gates.png
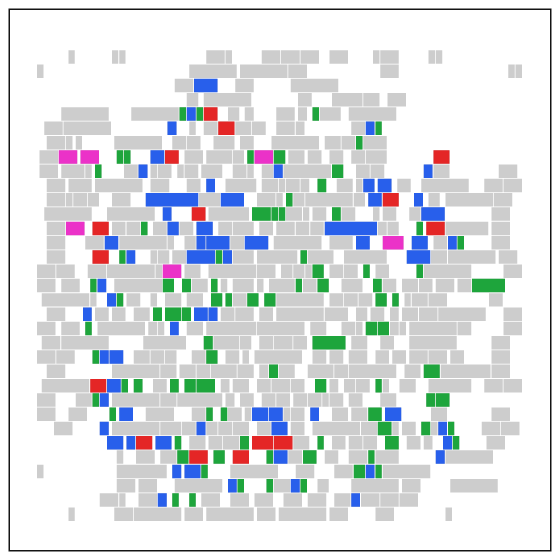
m4.png
The bar under the picture is 20 um long.
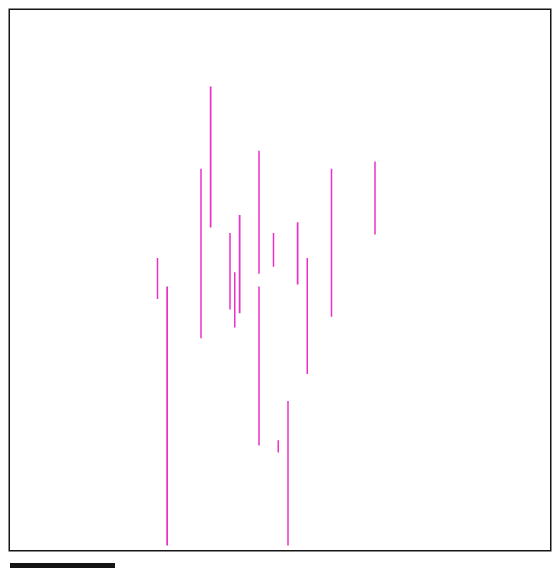
ff_map.png
The bar under the picture is 20 um long. Other sequential cells in the stronger grey, the rest of the logic in the fainter grey.
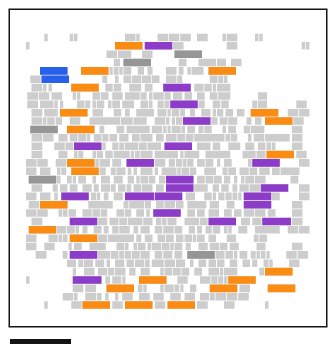
==> config.mk <==
export PLATFORM = sky130hd
export DESIGN_NAME = loop_addr_gen
export DESIGN_NICKNAME = d
export VERILOG_FILES = /design/src/rtl/loop_addr_gen.sv
export SDC_FILE = /design/constraint.sdc
export NUM_CORES = 1
export LEC_CHECK = 0
export CAP_MARGIN = 20
export CORE_MARGIN = 5
export CORE_UTILIZATION = 45
export CTS_CLUSTER_DIAMETER = 80
export CTS_CLUSTER_SIZE = 28
export DETAILED_ROUTE_END_ITERATION = 10
export HOLD_SLACK_MARGIN = 0.06
export MAX_ROUTING_LAYER = met4
export PLACE_DENSITY = 0.77
export SLEW_MARGIN = 20
export SYNTH_ARGS = -nofsm -noshare
export SYNTH_HDL_FRONTEND = slang
export SYNTH_SLANG_ARGS = --single-unit
==> constraint.sdc <==
create_clock -name clk_100MHz -period 2.81 [get_ports clk_100MHz]
set_clock_uncertainty 0.15 [all_clocks]
set_input_delay 0.4215 -clock clk_100MHz [delete_from_list [all_inputs] [get_ports clk_100MHz]]
set_output_delay 0.4215 -clock clk_100MHz [all_outputs]
set_load 0.005 [all_outputs]
==> qor.csv <==
stage;metric;value;unit
clocking;clk buf depth;2;
route;Routed Antenna Nets;0;
worst_setup_path;CP endpoint kind;flop;
clocking;clk latency late pin;0.32;ns
power;sequential power share;0.486;
cells_and_area;share of layout cells above drive strength 1;0.280;
clocking;Sink Count;52;
yosys;Post-Syn Area;3870;um^2
die;Core Area;8300;um^2
worst_setup_path;R2R depth;10;
timing;Max Fclk;323;MHz
yosys;Yosys Chip Area;3870;um^2
timing;Final period util;1.10;
yosys;yosys cell count;442;
placed_design;IO buf count;82;
die;floorplan core density;0.467;
die;DIE WIDTH;103;um
power;overall power;0.00167;W
global_route;total grt overflow;0;
route;first-pass detailed-route iteration total;5;
global_route;pin count of the biggest net entering global routing;36;
timing;WHS;0.381;ns
timing;Pins Over Slew Limit;0;
placed_design;DP Worst Slack;-0.423;ns
timing;final setup fails;24;
power;combinational cell fraction of total power;0.227;
worst_setup_path;Slowest cell on crit path;or4_4;
worst_setup_path;Critical Path RT;2.85;ns
power;clock share of power;0.287;
cells_and_area;Nets;575;
route;WL/cell;19.1;um
yosys;Post-synth ARST share;1.00;
clocking;clk slew on worst S/H paths;0.10;ns
die;Die ar.;10600;um^2
run_status;failing checks;negative setup slack;
power;internal cell power;0.00117;W
cells_and_area;Layout area overhead;40.5;%
global_route;first-pass GRT wire length;19.9;mm
route;DRC violations left;0;
global_route;initial antenna violation count;0;
worst_setup_path;crit start category;flop;
worst_setup_path;CP peak stage delay;0.54;ns
power;sw frac;0.299;
power;NetSw;0.000500;W
worst_setup_path;Critical Path AT;3.14;ns
timing;Tmin final;3.09;ns
yosys;library cells used by synthesis;57;
timing;Max-Slew Margin vs Limit;0.523;
timing;setup_tns;-5.88;ns
power;IR drop worst, VDD;285;uV
route;vias per cell;5.87;
clocking;TritonCTS Buffers;5;
yosys;Syn Area/Cell;8.76;um^2
timing;RSZ-0062 raised after global routing;yes;
flow_run;Maximum Capacitance Violations;0;
yosys;post-synthesis sequential area ratio;0.336;
die;Die Height;103;um
clocking;Root Driver;clkbuf_8;
placed_design;Final HPWL DP;9.10;mm
timing;Final WS setup;-0.282;ns
worst_setup_path;critical path fanouts, max;5;
clocking;maximum level of the CTS H-tree;2;
yosys;EDFF count, synth;0;
die;io pins;96;
yosys;Cells after Synth;442;
cells_and_area;max reg flops;23;
worst_setup_path;R2R setup slack;-0.28;ns
placed_design;gpl congestion;0.983;
worst_setup_path;worst-path cell chain;nand4_1, or4_4, nor4_4, buf_4, o22ai_2, o2bb2ai_2, nand4_1, nor4_4, buf_4, nor3_2;
global_route;All-Layer GR Usage;0.251;
yosys;synth warn;0;
power;Static Leak;2.22;nW
flow_run;tool warnings;29;
global_route;vias in the first global route;3867;
route;initial drt markers;457;
clocking;CTS tree;built;
die;row cnt;33;
cells_and_area;Fill cells;679;
cells_and_area;area of the multi-input gates;2320;um^2
timing;Worst-Margin Slew;0.715;ns
worst_setup_path;critical path type;reg -> reg;
yosys;Post-synth regs;52;
placed_design;Inst Count DP;658;
power;power per standard cell area;307;nW/um^2
run_status;status;finished with violations;
worst_hold_path;Worst Hold Class;in -> async;
yosys;top_reg_cell synth;dfrtp_1;
timing;endpoints failing hold;0;
cells_and_area;Antenna diodes;0;
cells_and_area;register area;1310;um^2
About gates.png:
legend:
  non-inverting ao/oa cells:
    colour: red
    cells: 15
    most_used: a22o_1
  nand cells:
    colour: green
    cells: 88
    most_used: nand2_1
  mux cells:
    colour: magenta
    cells: 6
    most_used: mux2i_1
  aoi and oai cells:
    colour: blue
    cells: 63
    most_used: o21ai_0
Top cell excl fill/tap: buf_4
logic share of the area: 0.427
Final Non-Filler Cells: 673

About m4.png:
nets with wire on the layer: 15
main direction: vertical
wire length on this layer: 321 um
share of all routed wire: 2.5%
total vias in the final route: 3,948
final WL: 12.8 mm

About ff_map.png:
legend:
  current_block:
    colour: purple
    flops: 22
  max_block:
    colour: orange
    flops: 23
    where: spread over the die
  current_bank:
    colour: blue
    flops: 2
not coloured: 5
utilization after layout: 0.656
P_seq: 0.000811 W

[final cells by class]
cell class                 instances  share of cell area
clock buffer                       7              0.0159
clock inverter                     1             0.00138
inverter                           7             0.00483
multi-input combinational        323               0.427
sequential                        52               0.240
tap                              105              0.0241
timing repair buffer             178               0.287
[worst max-delay path: cells and delay by family, from the launching register on]
family,cells,cell delay (ns)
compound gates,2,0.31
buf+inv,2,0.41
simple gates,6,1.65
flops,1,0.45
[kinds of logic after synthesis]
| kind of cell | count (synthesis) | synth area share |
|---|---|---|
| AND/OR/NAND/NOR | 176 | 0.251 |
| buffers and inverters | 80 | 0.124 |
| AND-OR/OR-AND | 78 | 0.140 |
| flip-flops | 52 | 0.336 |
| XOR/XNOR | 46 | 0.122 |
| multiplexers | 6 | 0.0158 |
| adder cells (fa/ha/maj) | 3 | 0.00969 |
| other | 1 | 0.000968 |
[power by group through the flow]
stage	logic [W]	clock network, W	registers [W]
after floorplan	0.000213	0	0.000825
after global placement	0.000362	0	0.000822
after detailed placement	0.000370	0	0.000823
after CTS	0.000377	0.000481	0.000811
after global routing	0.000413	0.000516	0.000817
final	0.000380	0.000479	0.000811
[through the flow]
step	cell area, um^2	utilization
4_1_cts	5410	0.652
3_3_place_gp	5160	0.622
2_1_floorplan	4030	-
6_report	5440	0.656
5_1_grt	5440	0.656
3_5_place_dp	5160	0.622
[cells in the final DEF (no fill, tap or decap), drive strengths merged, types with 8 or more instances in the layout]
cell | synthesis | layout
a21oi | 9 | 9
buf | 53 | 96
clkdlybuf4s50 | 0 | 82
conb | 1 | 13
dfrtp | 52 | 52
nand2 | 50 | 50
nand3 | 17 | 17
nand4 | 12 | 12
nor2 | 27 | 27
nor3 | 29 | 29
nor4 | 9 | 9
o21ai | 27 | 27
or3 | 8 | 8
xnor2 | 30 | 30
xor2 | 11 | 11
[cell usage after synthesis (6+ instances only)]
| cell type | n | area share |
|---|---|---|
| dfrtp_1 | 52 | 0.34 |
| nand2_1 | 50 | 0.048 |
| buf_4 | 45 | 0.087 |
| xnor2_1 | 30 | 0.068 |
| nor2_1 | 27 | 0.026 |
| o21ai_0 | 27 | 0.035 |
| clkbuf_1 | 20 | 0.019 |
| nor3_1 | 18 | 0.023 |
| nand3_1 | 14 | 0.018 |
| nand4_1 | 12 | 0.019 |
| nor3_2 | 11 | 0.028 |
| xor2_1 | 11 | 0.025 |
| a21oi_1 | 9 | 0.012 |
| nor4_1 | 8 | 0.013 |
| or3_1 | 8 | 0.013 |
| a22o_1 | 7 | 0.016 |
| inv_1 | 7 | 0.0068 |
| o211ai_1 | 6 | 0.012 |
[timing repair]
| action | in CTS | in global routing |
|---|---|---|
| setup endpoints to repair | 24 | 24 |
| pin swaps | 25 | 9 |
| gates cloned | 2 | 0 |
| setup buffers | 4 | 1 |
| gates resized | 29 | 7 |
| hold endpoints to repair | 0 | 0 |
| hold buffers | 0 | 0 |
[metal layers]
layer  GRT usage  vias up  share of wire
li1            -     1759              -
met1       0.331     1919           0.40
met2       0.398      235           0.48
met3      0.0352       35          0.092
met4      0.0886        0          0.025
met5           -        -              0
No activity file was given, so power comes from the tool's default toggle rates.
